--- src/rtl/jump_sequencer.sv ---
// rtl/jump_sequencer.sv - MIPS program-counter sequencer; optional delay slot via JUMP_SEQ_DELAY_SLOT_EN
module jump_sequencer #(
    parameter logic [31:0] RESET_VECTOR = 32'h0040_0000,
    parameter logic [31:0] EXC_VECTOR   = 32'h8000_0180
) (
    input  logic        clk,
    input  logic        reset,
    input  logic        stall,
    input  logic        halt,
    input  logic        jump,
    input  logic        link,
    input  logic        jr,
    input  logic        branch_taken,
    input  logic [25:0] jump_index,
    input  logic [15:0] branch_offset,
    input  logic [31:0] jr_addr,
    output logic [31:0] pc,
    output logic [31:0] pc_plus4,
    output logic [31:0] link_addr,
    output logic        link_we,
    output logic        misalign_err,
    output logic        halted
);

    typedef enum logic [1:0] {
        ST_RUN  = 2'd0,
        ST_SLOT = 2'd1,
        ST_HALT = 2'd2
    } state_t;

    state_t      state_q, state_d;
    logic [31:0] pc_q, pc_d;
    logic [31:0] link_addr_q, link_addr_d;
    logic        link_we_q, link_we_d;
    logic        misalign_q, misalign_d;

    logic [31:0] j_tgt;
    logic [31:0] b_tgt;
    logic [31:0] sel_tgt;
    logic        redirect;

    assign pc_plus4 = pc_q + 32'd4;
    assign j_tgt    = {pc_plus4[31:28], jump_index, 2'b00};
    assign b_tgt    = pc_plus4 + {{14{branch_offset[15]}}, branch_offset, 2'b00};

`ifdef JUMP_SEQ_DELAY_SLOT_EN
    logic [31:0] tgt_q, tgt_d;
    localparam logic [31:0] LINK_OFS = 32'd8;
`else
    localparam logic [31:0] LINK_OFS = 32'd4;
`endif

    always_comb begin
        state_d     = state_q;
        pc_d        = pc_q;
        link_addr_d = link_addr_q;
        link_we_d   = 1'b0;
        misalign_d  = 1'b0;
        redirect    = 1'b0;
        sel_tgt     = pc_plus4;
`ifdef JUMP_SEQ_DELAY_SLOT_EN
        tgt_d       = tgt_q;
`endif
        case (state_q)
            ST_RUN: begin
                if (!stall) begin
                    if (halt) begin
                        state_d = ST_HALT;
                    end else if (jr && (jr_addr[1:0] != 2'b00)) begin
                        // Misaligned JR traps straight away, never through a delay slot
                        pc_d       = EXC_VECTOR;
                        misalign_d = 1'b1;
                    end else if (jr) begin
                        redirect = 1'b1;
                        sel_tgt  = jr_addr;
                    end else if (jump) begin
                        redirect = 1'b1;
                        sel_tgt  = j_tgt;
                    end else if (branch_taken) begin
                        redirect = 1'b1;
                        sel_tgt  = b_tgt;
                    end else begin
                        pc_d = pc_plus4;
                    end

                    if (redirect) begin
                        if (link && (jr || jump)) begin
                            link_we_d   = 1'b1;
                            link_addr_d = pc_q + LINK_OFS;
                        end
`ifdef JUMP_SEQ_DELAY_SLOT_EN
                        pc_d    = pc_plus4;
                        tgt_d   = sel_tgt;
                        state_d = ST_SLOT;
`else
                        pc_d    = sel_tgt;
`endif
                    end
                end
            end
`ifdef JUMP_SEQ_DELAY_SLOT_EN
            ST_SLOT: begin
                // Requests in the slot are dropped; a halt waits for the redirect to land
                if (!stall) begin
                    pc_d    = tgt_q;
                    state_d = halt ? ST_HALT : ST_RUN;
                end
            end
`endif
            default: begin
                state_d = state_q;
            end
        endcase
    end

    always_ff @(posedge clk or negedge reset) begin
        if (!reset) begin
            state_q     <= ST_RUN;
            pc_q        <= RESET_VECTOR;
            link_addr_q <= 32'd0;
            link_we_q   <= 1'b0;
            misalign_q  <= 1'b0;
`ifdef JUMP_SEQ_DELAY_SLOT_EN
            tgt_q       <= 32'd0;
`endif
        end else begin
            state_q     <= state_d;
            pc_q        <= pc_d;
            link_addr_q <= link_addr_d;
            link_we_q   <= link_we_d;
            misalign_q  <= misalign_d;
`ifdef JUMP_SEQ_DELAY_SLOT_EN
            tgt_q       <= tgt_d;
`endif
        end
    end

    assign pc           = pc_q;
    assign link_addr    = link_addr_q;
    assign link_we      = link_we_q;
    assign misalign_err = misalign_q;
    assign halted       = (state_q == ST_HALT);

endmodule

--- config.mk ---
export PLATFORM = sky130hd
export DESIGN_NAME = jump_sequencer
export DESIGN_NICKNAME = d
export VERILOG_FILES = /design/src/rtl/jump_sequencer.sv
export SDC_FILE = /design/constraint.sdc
export NUM_CORES = 1
export LEC_CHECK = 0
export ABC_AREA = 0
export CAP_MARGIN = 20
export CORE_MARGIN = 5
export CORE_UTILIZATION = 35
export CTS_BUF_LIST = sky130_fd_sc_hd__clkbuf_4
export DETAILED_ROUTE_END_ITERATION = 7
export SLEW_MARGIN = 20
export SYNTH_ARGS = -nofsm -noshare
export SYNTH_HDL_FRONTEND = slang
export SYNTH_SLANG_ARGS = --single-unit
--- constraint.sdc ---
create_clock -name clk -period 4.35 [get_ports clk]
set_input_delay 1.305 -clock clk [delete_from_list [all_inputs] [get_ports clk]]
set_output_delay 1.305 -clock clk [all_outputs]
set_load 0.02 [all_outputs]
==> flow_summary_export.csv, run 1 <==
group,metric,value,unit
synth,numSynthFlops,67,
run,drv_cap,0,
cts,clock_path_buffers,2,
power,p_leak,3.72,nW
cts,cts_buffers,9,
power,p_comb,1.65,mW
synth,netlist-cell-type-count,80,
synth,synth_nets,859,
final_layout,clock_buffers,9,
cts,cts_hold_buf,0,
hold_path,hp-start,"link_addr[1]",
final_layout,final_cell_mix,"170 x clkdlybuf4s50_1, 99 x nand2_1, 77 x o21ai_0",
routing,via_per_inst,5.52,
synth,yosys.stat.seqShare,0.285,
setup_path,path_class,"reg2out",
cts,h-tree-depth,3,
power,power.internal,1.53,mW
setup_path,rrSetupSlack,0.26,ns
cts,clock_latency,0.43,ns
global_routing,antenna_found_initial,1,
place,postPlaceCellArea,8230,um^2
timing,fin_ws,0.115,ns
final_layout,combGateArea,4000,um^2
place,dp_worst_setup_slack,0.0225,ns
setup_path,worstPathRequired,3.04,ns
synth,avgSynthCellArea,7.97,um^2
final_layout,diodes,1,
synth,async_reset_ff_frac,1.00,
timing,relSlewSlack,0.209,
floorplan,core.rowCount,47,
routing,wl_met3,1810,um
synth,ys_area,5900,um^2
place,place.gp.congestion,0.904,
final_layout,num-fill-cells,1662,
status,status,"finished clean",
hold_path,holdPathStages,2,
hold_path,hold_end,"link_addr[1]",
place,placed_cells,1155,
cts,cts_tree,"built",
power,clk-power,0.343,mW
synth,yosysWarnings,0,
global_routing,overflow,0,
timing,fin_setup_tns,0,ns
synth,flop_cell,"dfrtp_1",
power,power_frac_clock,0.123,
floorplan,fp_util,0.356,
global_routing,grt_pass1_vias,6016,
routing,wl_per_cell,20.1,um
place,post-dp-hpwl,19300,um
routing,route.met2.wl,10400,um
floorplan,dieArea,19500,um^2
final_layout,area_delta_synth_final,42.7,%
synth,netlist_instances,740,
final_layout,nNonClkBuffers,237,
cts,cts.sink_count,67,
power,totalPowerFinal,2.78,mW
final_layout,nNonClkInverters,29,
power,p_sw,1.26,mW
setup_path,worstReg2RegEnd,"pc[27]",
floorplan,coreArea,16600,um^2
## run 1: how the worst max path moves through the flow
stage | from | slack [ns] | endpoint | cells past startpoint
final | pc[5] | 0.11 | pc_plus4[9] | 6
after global routing | pc[2] | -0.004 | pc_plus4[30] | 8
after floorplan | pc[2] | 0.33 | pc[30] | 17
after CTS | pc[22] | 0.0005 | pc_plus4[31] | 7
after global placement | branch_offset[0] | 0.03 | pc[30] | 12
after detailed placement | branch_offset[0] | 0.02 | pc[30] | 12
## run 1: cell usage after synthesis, types with 14 or more instances
master     n
nor2_1    50
a31oi_1   15
nand3_1   16
ha_1      36
inv_1     27
a21oi_1   63
xor2_1    19
o21ai_0   77
a21o_1    19
dfrtp_1   66
and3_1    14
nand2_1   99
xnor2_1   32
clkbuf_1  30
nor3_1    16
## run 1: worst max-delay path, cell delays in order, from the launching register on
cell	delay, ns
dfrtp_1	0.50
and3_1	0.26
and2_0	0.34
and3_1	0.22
xor2_1	0.35
buf_4	0.22
clkdlybuf4s50_1	0.61
## run 1: flip-flops by register name, summed over array words and instances, names as in the netlist
signal        flops
link_addr        32
misalign_err      1
pc               32
link_we           1
state_q           1
## run 1: layer usage
metal | GRT usage | up-vias
met1 | 0.348 | 3029
met3 | 0.0295 | 31
met4 | 0.0637 | 0
met5 | 0 | -
li1 | - | 3116
met2 | 0.351 | 294
## run 1: cells by family after synthesis
family | Yosys count | synth area share
AOI/OAI and AO/OA | 258 | 0.281
adders and majority gates | 37 | 0.0798
DFF | 67 | 0.285
xor gates and xnor gates | 52 | 0.0785
buffers and inverters | 69 | 0.0477
and+or+nand+nor | 244 | 0.204
muxes | 13 | 0.0240
## run 1: repair_timing
item / CTS / global route
setup endpoints to repair: 8 / 13
pin swaps: 0 / 2
buffers inserted: 1 / 1
gates resized: 4 / 15
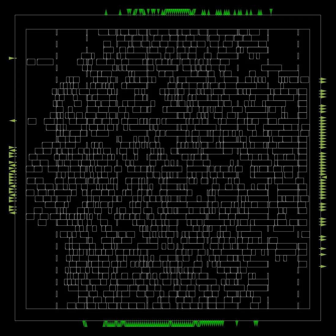
**Above:** run 1 (cell placement).
Finished Core Util: 0.507
Non-Filler Instances: 1,173

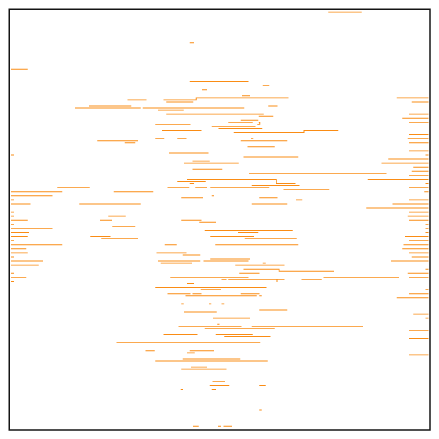
**Above:** run 1 (M3 wires).
(3 px per um)
nets with wire on the layer: 150
share of all routed wire: 7.7%
longest straight run: 47.6 um
main direction: horizontal
wire length on this layer: 1,810 um

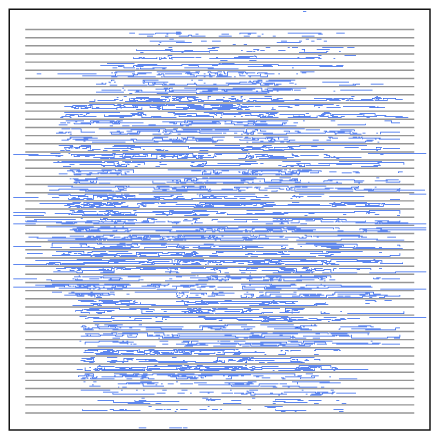
**Above:** run 1 (signal wires on met1).
(3 px per um) Supply wires on this layer in gray.
wire length on this layer: 10,900 um
main direction: horizontal
longest straight run: 49.5 um
share of all routed wire: 46%
met1 Usage GRT: 0.348
routed wire length: 23,600 um
Vias: 6,470

## Run 2: what changed since run 1
- GPL_ROUTABILITY_DRIVEN: default -> 0
- REMOVE_ABC_BUFFERS: default -> 1
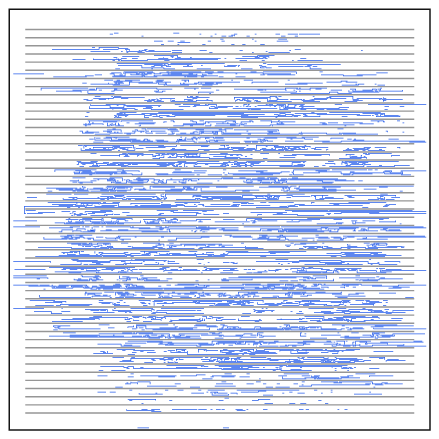
**Above:** run 2 (signal wires on met1).
(3 px per um) Supply wires on this layer in gray.
nets with wire on the layer: 947
longest straight run: 47.4 um

==> flow_summary_export.csv, run 2 <==
group,metric,value,unit
place,postPlaceCellArea,8200,um^2
setup_path,cp.depth,9,
setup_path,slowest_stage,"clkdlybuf4s50_1",
synth,post-synth-top-count-cell,"nand2_1",
place,io_buffers,180,
global_routing,met2_usage,0.386,
setup_path,crit_path_frequent_cell,"buf_4",
final_layout,fin_util,0.510,
routing,num_vias,6572,
final_layout,final_cell_mix,"169 x clkdlybuf4s50_1, 99 x nand2_1, 77 x o21ai_0",
cts,cts_tree,"built",
synth,ys_sh_mux,0.0240,
setup_path,path_class,"reg2out",
synth,ys_sh_aoi,0.281,
final_layout,final_cells,1171,
setup_path,crit_family,"buffers and inverters",
synth,synthTopLogicFamily,"AND-OR/OR-AND gates",
synth,synthXorXnorAreaFrac,0.0785,
global_routing,antenna_found_initial,1,
synth,top_cells_by_count,"99 x nand2_1, 77 x o21ai_0, 66 x dfrtp_1, 63 x a21oi_1, 50 x nor2_1",
power,power_frac_clock,0.178,
cts,h-tree-depth,3,
run,tool_warnings,31,
floorplan,fp_util,0.356,
power,power.internal,1.65,mW
power,totalPowerFinal,2.95,mW
run,drv_cap,0,
timing,period_used_share,0.967,
cts,clock_path_buffers,2,
synth,synth.cellmix.adderShare,0.0798,
global_routing,grt_use_met3,0.0487,
power,p_seq_frac,0.266,
routing,wl_met3,2110,um
timing,relSlewSlack,0.369,
synth,netlist-cell-type-count,80,
setup_path,rrSetupSlack,0.32,ns
setup_path,cp_num_buf_inv,3,
power,p_comb_frac,0.556,
setup_path,endpoint,"pc_plus4[16]",
timing,fin_setup_tns,0,ns
global_routing,grt_pass1_vias,6337,
synth,ys_area,5900,um^2
cts,cts.sink_count,67,
timing,rsz0062_at_grt,"false",
timing,fin_ws,0.145,ns
power,clk-power,0.524,mW
synth,ys_sh_simple,0.204,
power,p_comb,1.64,mW
global_routing,top_usage_layer,"met2",
final_layout,area_delta_synth_final,43.6,%
routing,drt-total-wl,24300,um
status,status,"finished clean",
power,p_leak,3.74,nW
synth,yosys.stat.seqShare,0.285,
synth,netlist_instances,740,
routing,via_per_inst,5.61,
setup_path,slowest_delay,0.61,ns
setup_path,path_cells,"ha_2, and4_1, nand2_2, buf_4, nor2_1, nand2_1, xnor2_2, buf_4, clkdlybuf4s50_1",
cts,clock_latency,0.48,ns
hold_path,holdPathStages,2,
setup_path,startpoint,"pc[3]",
synth,numSynthFlops,67,
routing,route.met2.wl,10900,um
synth,async_reset_ff_frac,1.00,
floorplan,core.rowCount,47,
setup_path,worstReg2RegEnd,"pc[30]",
global_routing,overflow,0,
place,dp_worst_setup_slack,-0.0620,ns
setup_path,worst-endpoint-arrival,2.90,ns
place,post-dp-hpwl,18400,um
place,placed_cells,1151,
hold_path,hp-start,"link_addr[0]",
synth,avgSynthCellArea,7.97,um^2
timing,fmax,0.238,GHz
floorplan,dieArea,19500,um^2
synth,netlist_area,5900,um^2
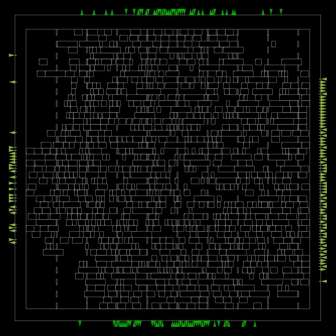
**Above:** run 2 (cell placement).
Tap Cells: 220
Seq area share: 0.198
Core Region: 16,600 um^2
Filler Cells Inserted: 1,699

run 2: netlist changes by cell type in the layout (fill, tap and decap cells not counted), moves of 2 or more:
| cell | delta |
|---|---|
| clkinv_2 | -3 |
| bufinv_16 | +2 |
| buf_4 | -3 |
| clkinv_4 | +2 |
| inv_6 | +2 |
| clkinvlp_4 | -2 |
run 2: logic make-up (layout without fill, tap and decap cells):
group,after synthesis,after routing
AOI/OAI and AO/OA,258,258
xor gates and xnor gates,52,52
adders and majority gates,37,37
buffers and inverters,69,278
DFF,67,67
muxes,13,13
other,0,2
and+or+nand+nor,244,244
run 2: layout make-up:
class | instances | area, um^2 | share of cell area
Tap cell | 220 | 275 | 0.0325
Antenna cell | 2 | 5.00 | 0.000591
Inverter | 29 | 109 | 0.0129
Sequential cell | 67 | 1680 | 0.198
Multi-Input combinational cell | 604 | 4010 | 0.474
Clock inverter | 7 | 98.8 | 0.0117
Clock buffer | 9 | 67.6 | 0.00798
Timing Repair Buffer | 233 | 2220 | 0.262
run 2: repair_timing:
item	in CTS	in global routing
buffers inserted	0	2
hold buffers	0	0
setup endpoints to repair	7	9
resized	5	17
run 2: worst reg2reg max path, cell delays in order (launching register included):
cell and delay [ns]:
dfrtp_1 0.40, buf_4 0.16, and2_2 0.23, nand3_4 0.18
nor2_1 0.08, and3_1 0.22, and3_1 0.20, xnor2_1 0.20
inv_1 0.15, ha_1 0.33, a21oi_1 0.19, nand2b_1 0.13
nor3_2 0.16, nor3_1 0.09, a2111oi_2 0.36, buf_4 0.18
mux2i_1 0.23, nand4_1 0.11, a22o_1 0.24, a21oi_1 0.11
## Run 3: what changed since run 2
- CORE_UTILIZATION: 35 -> 45
- PLACE_DENSITY: default -> 0.77
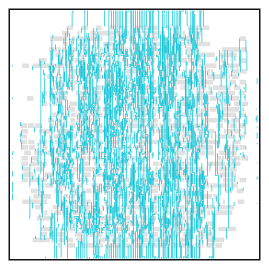
**Above:** run 3 (metal 2).
(2 px per um)
wire length on this layer: 10,100 um
share of all routed wire: 45%
nets with wire on the layer: 888
main direction: vertical
routed wire length: 22,700 um
Vias: 6,722
met2 Usage GRT: 0.438

==> flow_summary_export.csv, run 3 <==
group,metric,value,unit
setup_path,crit_fanout,5,
final_layout,nNonClkInverters,29,
synth,flop_cell,"dfrtp_1",
timing,max_slew.worst_pin.slew,0.975,ns
timing,setup_viol,0,
final_layout,combGateArea,3970,um^2
synth,netlist-cell-type-count,80,
floorplan,dieHeight,124,um
cts,cts_root_buf,"clkbuf_4",
synth,yosys.stat.seqShare,0.285,
synth,ys_sh_aoi,0.281,
routing,drc,0,
setup_path,path_class,"reg2out",
final_layout,clock_buffers,9,
final_layout,final_common_cell,"clkdlybuf4s50_1",
synth,yosysWarnings,0,
run,drv_cap,0,
synth,ys_sh_simple,0.204,
synth,post-synth-top-count-cell,"nand2_1",
timing,hold_viol,0,
final_layout,drive_gt1_frac,0.115,
floorplan,die_w,124,um
synth,top_area_frac,0.280,
floorplan,taps,172,
final_layout,nNonClkBuffers,227,
final_layout,num-fill-cells,1142,
timing,fmax,0.237,GHz
synth,synthXorXnorAreaFrac,0.0785,
place,io_buffers,180,
setup_path,start_kind,"flop",
routing,dr.pass1.iters,6,
final_layout,seq_share,0.203,
routing,drt_iter0_markers,600,
place,postPlaceCellArea,8110,um^2
cts,h-tree-depth,3,
routing,ant_nets,0,
synth,async_reset_ff_frac,1.00,
final_layout,layout.nonclk_buf_frac,0.263,
floorplan,coreArea,12700,um^2
synth,avgSynthCellArea,7.97,um^2
synth,numSynthFlops,67,
global_routing,grt_pass1_wl,34900,um
final_layout,diodes,1,
setup_path,worstPathRequired,3.04,ns
place,post-dp-hpwl,17600,um
floorplan,ios,181,
routing,via_per_inst,6.02,
final_layout,clk_share,0.0136,
synth,synthTopLogicFamily,"AND-OR/OR-AND gates",
synth,synth.cellmix.adderShare,0.0798,
synth,ys_cells,740,
synth,netlist.top_cell.by_area,"dfrtp_1",
synth,top_cells_by_count,"99 x nand2_1, 77 x o21ai_0, 66 x dfrtp_1, 63 x a21oi_1, 50 x nor2_1",
final_layout,sh_comb_area,0.481,
global_routing,overflow,0,
cts,path_clk_slew,0.11,ns
run,tool_warnings,31,
power,totalPowerFinal,2.79,mW
final_layout,area_delta_synth_final,40.0,%
timing,period_used_share,0.969,
synth,netlist_instances,740,
timing,min_period,4.21,ns
synth,netlist_area,5900,um^2
final_layout,final_cell_mix,"169 x clkdlybuf4s50_1, 99 x nand2_1, 77 x o21ai_0",
power,worst_ir_drop_vdd,0.000161,V
synth,ys_area,5900,um^2
timing,relSlewSlack,0.350,
cts,cts.sink_count,67,
floorplan,dieArea,15500,um^2
cts,cts_tree,"built",
global_routing,grt_max_degree,50,
setup_path,worst-endpoint-arrival,2.91,ns
final_layout,largest_class,"multi-input combinational cells",
power,p_leak,3.64,nW
timing,fin_skew,0.0322,ns
cts,cts_buffers,9,
final_layout,logic_gates,604,
synth,ys_sh_mux,0.0240,
synth,edf_count,0,
final_layout,layout.nets,1057,
synth,ys_top_cells_by_area,"dfrtp_1 28%, ha_1 7.6%, o21ai_0 6.5%",
final_layout,flops,67,
hold_path,worst_hold_path_type,"reg2reg",
floorplan,fp_util,0.463,
cts,cts_hold_buf,0,
cts,clock_latency,0.49,ns
global_routing,grt_use_total,0.281,
setup_path,cp-end-kind,"output port",
routing,wl_per_cell,20.3,um
floorplan,core.rowCount,41,
status,status,"finished clean",
cts,clock_path_buffers,2,
timing,slew_violations,0,
global_routing,antenna_found_initial,1,
final_layout,regArea,1680,um^2
power,pwr_density_cell,338,nW/um^2
global_routing,grt_pass1_vias,6263,
final_layout,finish.instance_area,8250,um^2
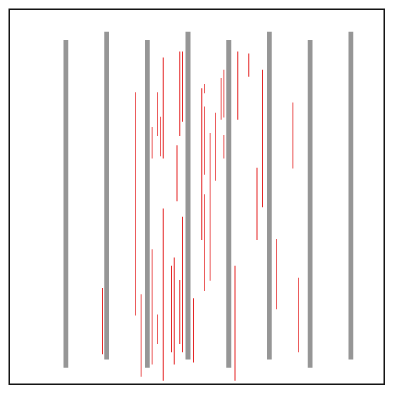
**Above:** run 3 (metal 4).
(3 px per um) Supply wires on this layer in gray.
main direction: vertical
nets with wire on the layer: 30

==> run 3: per-layer routing <==
| layer | GRT usage | wire (um) | vias to the layer above |
|---|---|---|---|
| met5 | 0 | 0 | - |
| met4 | 0.115 | 941 | 0 |
| met3 | 0.0549 | 2240 | 77 |
| met2 | 0.438 | 10100 | 436 |
| met1 | 0.382 | 9380 | 3112 |
| li1 | - | - | 3097 |
==> run 3: worst paths after layout <==
kind / from / endpoint / slack, ns / cells past startpoint
max in group asynchronous: reset / pc[22] / 2.60 / 2
min in group asynchronous: reset / link_addr[9] / 0.96 / 1
max: pc[3] / pc_plus4[16] / 0.14 / 8
max reg2reg: pc[9] / pc[30] / 0.40 / 17
min: link_addr[2] / link_addr[2] / 0.49 / 2
min reg2reg: link_addr[2] / link_addr[2] / 0.49 / 2
==> run 3: where the power goes <==
group          internal, mW  switching [mW]  total (mW)
combinational         0.713           0.903        1.62
clock                 0.115           0.271       0.386
sequential            0.693          0.0990       0.792
total                  1.52            1.27        2.79
==> run 3: timing repair <==
item / CTS / global route
buffers inserted: 1 / 0
setup endpoints to repair: 8 / 7
resized: 9 / 6
pin swaps: 1 / 1
==> run 3: worst max-delay path, stage by stage (launching register included) <==
cell and delay [ns]:
dfrtp_1 0.42, ha_2 0.25, and4_2 0.31, nand2_2 0.09
nor2_1 0.17, nand2_1 0.12, xnor2_2 0.27, buf_4 0.21
clkdlybuf4s50_1 0.61
==> run 3: through the flow <==
step	setup slack, ns	setup TNS [ns]	hold slack (ns)	instances	util
global route	-0.00303	-0.00303	0.508	1116	0.649
floorplan	0.330	0	0.562	700	-
finish	0.136	0	0.486	1116	0.649
detailed placement	-0.106	-0.106	0.465	1098	0.637
CTS	0.0118	0	0.495	1115	0.647
global placement	0.0105	0	0.457	1098	0.637
Power and IR drop assume default switching activity.
